`config.mk`:
```
export PLATFORM = sky130hd
export DESIGN_NAME = mem_port_arbiter
export DESIGN_NICKNAME = d
export VERILOG_FILES = /design/src/rtl/mem_port_arbiter.sv
export SDC_FILE = /design/constraint.sdc
export NUM_CORES = 1
export LEC_CHECK = 0
export CORE_MARGIN = 2
export CORE_UTILIZATION = 36
export DETAILED_ROUTE_END_ITERATION = 10
export GPL_TIMING_DRIVEN = 0
export HOLD_SLACK_MARGIN = 0.02
export PLACE_DENSITY = 0.84
export SYNTH_ARGS = -nofsm -noshare
export SYNTH_HDL_FRONTEND = slang
export SYNTH_SLANG_ARGS = --single-unit
```
`constraint.sdc`:
```
create_clock -name clk -period 2.5 [get_ports clk]
set_input_delay 0.375 -clock clk [delete_from_list [all_inputs] [get_ports clk]]
set_output_delay 0.375 -clock clk [all_outputs]
set_load 0.03 [all_outputs]
```
`src/rtl/mem_port_arbiter.sv`:
```
`default_nettype none
// ============================================================================
//  Module   : mem_port_arbiter
//  Function : Round-robin sharing of one memory port between ICache refills
//             and DCache refills/writebacks, one fixed-length burst per grant.
//  Revision : 1.0 - initial release
// ============================================================================
module mem_port_arbiter #(
  parameter  int BURST_LEN = 4,
  localparam int BW        = (BURST_LEN > 1) ? $clog2(BURST_LEN) : 1
) (
  input  logic          clk,
  input  logic          rst,
  input  logic          i_req,
  input  logic [31:0]   i_addr,
  output logic [31:0]   i_rdata,
  output logic          i_rvalid,
  output logic          i_done,
  input  logic          d_req,
  input  logic          d_we,
  input  logic [31:0]   d_addr,
  input  logic [31:0]   d_wdata,
  output logic [31:0]   d_rdata,
  output logic          d_rvalid,
  output logic          d_done,
  output logic [BW-1:0] beat_idx,
  output logic          busy,
  output logic          mem_en,
  output logic          mem_we,
  output logic [31:0]   mem_addr,
  output logic [31:0]   mem_wdata,
  input  logic [31:0]   mem_rdata,
  input  logic          mem_ack
);

  localparam logic [1:0]    c_IDLE   = 2'd0;
  localparam logic [1:0]    c_BUSY_I = 2'd1;
  localparam logic [1:0]    c_BUSY_D = 2'd2;
  localparam logic [1:0]    c_FINISH = 2'd3;
  localparam logic [BW-1:0] c_LAST   = BW'(BURST_LEN - 1);

  logic [1:0]    r_state;
  logic [1:0]    w_next;
  logic          r_last_d;      // owner of the most recent grant: 1 = DCache
  logic [31:0]   r_base;
  logic          r_we;
  logic [BW-1:0] r_beat;
  logic [31:0]   r_i_rdata;
  logic [31:0]   r_d_rdata;
  logic          r_i_rvalid;
  logic          r_d_rvalid;
  logic          w_grant_i;
  logic          w_grant_d;
  logic          w_in_beat;
  logic          w_last_beat;

  assign w_in_beat   = (r_state == c_BUSY_I) || (r_state == c_BUSY_D);
  assign w_last_beat = (r_beat == c_LAST);

  // Round-robin pick: on a tie the requester that did not win last time goes.
  always_comb begin
    w_grant_i = 1'b0;
    w_grant_d = 1'b0;
    if (r_state == c_IDLE) begin
      if (i_req && d_req) begin
        w_grant_i = r_last_d;
        w_grant_d = !r_last_d;
      end else begin
        w_grant_i = i_req;
        w_grant_d = d_req;
      end
    end
  end

  // State register.
  always_ff @(posedge clk) begin
    if (!rst) r_state <= c_IDLE;
    else      r_state <= w_next;
  end

  // Next-state: a burst leaves its BUSY state only when the last beat is acked.
  always_comb begin
    w_next = r_state;
    case (r_state)
      c_IDLE: begin
        if (w_grant_d)      w_next = c_BUSY_D;
        else if (w_grant_i) w_next = c_BUSY_I;
      end
      c_BUSY_I, c_BUSY_D: begin
        if (mem_ack && w_last_beat) w_next = c_FINISH;
      end
      c_FINISH: w_next = c_IDLE;
      default:  w_next = c_IDLE;
    endcase
  end

  // Grant bookkeeping, beat counter and registered read-data return.
  always_ff @(posedge clk) begin
    if (!rst) begin
      r_last_d   <= 1'b0;
      r_base     <= 32'd0;
      r_we       <= 1'b0;
      r_beat     <= '0;
      r_i_rdata  <= 32'd0;
      r_d_rdata  <= 32'd0;
      r_i_rvalid <= 1'b0;
      r_d_rvalid <= 1'b0;
    end else begin
      r_i_rvalid <= (r_state == c_BUSY_I) && mem_ack;
      r_d_rvalid <= (r_state == c_BUSY_D) && mem_ack && !r_we;
      if ((r_state == c_BUSY_I) && mem_ack) r_i_rdata <= mem_rdata;
      if ((r_state == c_BUSY_D) && mem_ack && !r_we) r_d_rdata <= mem_rdata;
      if (w_grant_i || w_grant_d) begin
        r_base   <= w_grant_d ? d_addr : i_addr;
        r_we     <= w_grant_d && d_we;
        r_beat   <= '0;
        r_last_d <= w_grant_d;
      end else if (w_in_beat && mem_ack && !w_last_beat) begin
        r_beat <= r_beat + 1'b1;
      end
    end
  end

  // Outputs decoded from state; memory request fields are stable until ack.
  always_comb begin
    mem_en    = w_in_beat;
    mem_we    = (r_state == c_BUSY_D) && r_we;
    mem_addr  = 32'd0;
    mem_wdata = 32'd0;
    if (w_in_beat) mem_addr = r_base + {{(30-BW){1'b0}}, r_beat, 2'b00};
    if ((r_state == c_BUSY_D) && r_we) mem_wdata = d_wdata;
    i_done    = (r_state == c_FINISH) && !r_last_d;
    d_done    = (r_state == c_FINISH) && r_last_d;
    busy      = (r_state != c_IDLE);
  end

  assign i_rdata  = r_i_rdata;
  assign i_rvalid = r_i_rvalid;
  assign d_rdata  = r_d_rdata;
  assign d_rvalid = r_d_rvalid;
  assign beat_idx = r_beat;

endmodule
`default_nettype wire

```
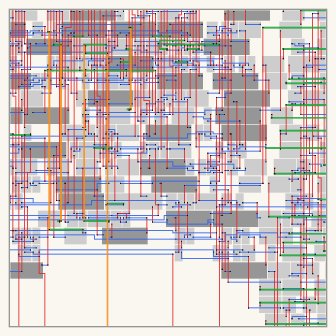
detail.png
Window x 66 to 116, y 66 to 116 microns. Cells in gray, sequential cells in the stronger gray; small squares are vias.
Key: red = metal 2; orange = metal 4; blue = metal 1; green = metal 3
Most frequent: nand2_1 (55), clkdlybuf4s50_1 (45), dfxtp_1 (26). Netlist names of flops here include `d_rdata` (13), `i_rdata` (12). Sequential cells in the window: 26. 189 logic cells have their middle in the window.

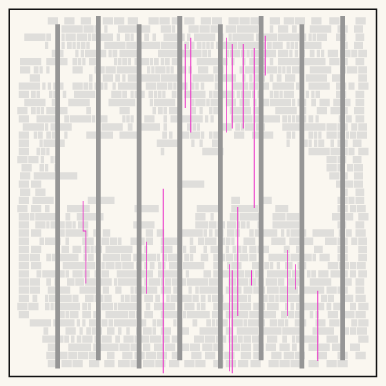
layer_met4.png
(3 px per micron) Supply wires on this layer in gray. Cells faint in the background.
The longest straight run is 61.2 microns. The layer carries 475 microns of wire. 15 nets have wire on it. The layer holds 2.6% of the routed length. The wires run mostly vertical.
Final Routed Wirelength: 18400 microns
Via Count: 5804

==> impl_table.tex <==
% Synthesis and place-and-route results
\begin{tabular}{lr}
\hline
Metric & Value \\
\hline
\multicolumn{2}{l}{\textbf{Status}} \\
Result of the run & complete, but fails checks \\
Violated checks & negative setup slack \\
\multicolumn{2}{l}{\textbf{GRT}} \\
Initial antenna violation count & 0 \\
Met3 track demand over resource & between 4 and 5\% \\
\multicolumn{2}{l}{\textbf{Floorplanning}} \\
Width of the die & 122 microns \\
\multicolumn{2}{l}{\textbf{Timing}} \\
Pins over their slew limit & 0 \\
Crit path setup slack, layout & -0.338 ns \\
Endpoints failing setup & 20 \\
\multicolumn{2}{l}{\textbf{Synthesis}} \\
Avg Synthesized Cell Area & about 7.8 sq um \\
Synth Flop Type & dfxtp\_1 \\
Simple-gate area share of the yosys netlist & 28.0\% \\
Dominant comb cell & simple AND/OR/NAND/NOR gates \\
Share of the yosys chip area belonging to registers & just over 40\% \\
\multicolumn{2}{l}{\textbf{Layout}} \\
Final cell count without fillers & 1128 \\
Clock distribution area overhead in the final layout & 3.21\% \\
Share of layout cells above drive strength 1 & around 16\% \\
\multicolumn{2}{l}{\textbf{Placement}} \\
Dpl cell area & 8110 sq um \\
\multicolumn{2}{l}{\textbf{Power}} \\
Final Total Pwr & about 7.3 mW \\
\multicolumn{2}{l}{\textbf{Route}} \\
Detailed router's first-iteration violation count & roughly 240 \\
\multicolumn{2}{l}{\textbf{Min path}} \\
Endpoint of the worst hold-timing path & i\_rdata[4] \\
\hline
\end{tabular}
No activity file was given, so power comes from the tool's default toggle rates.
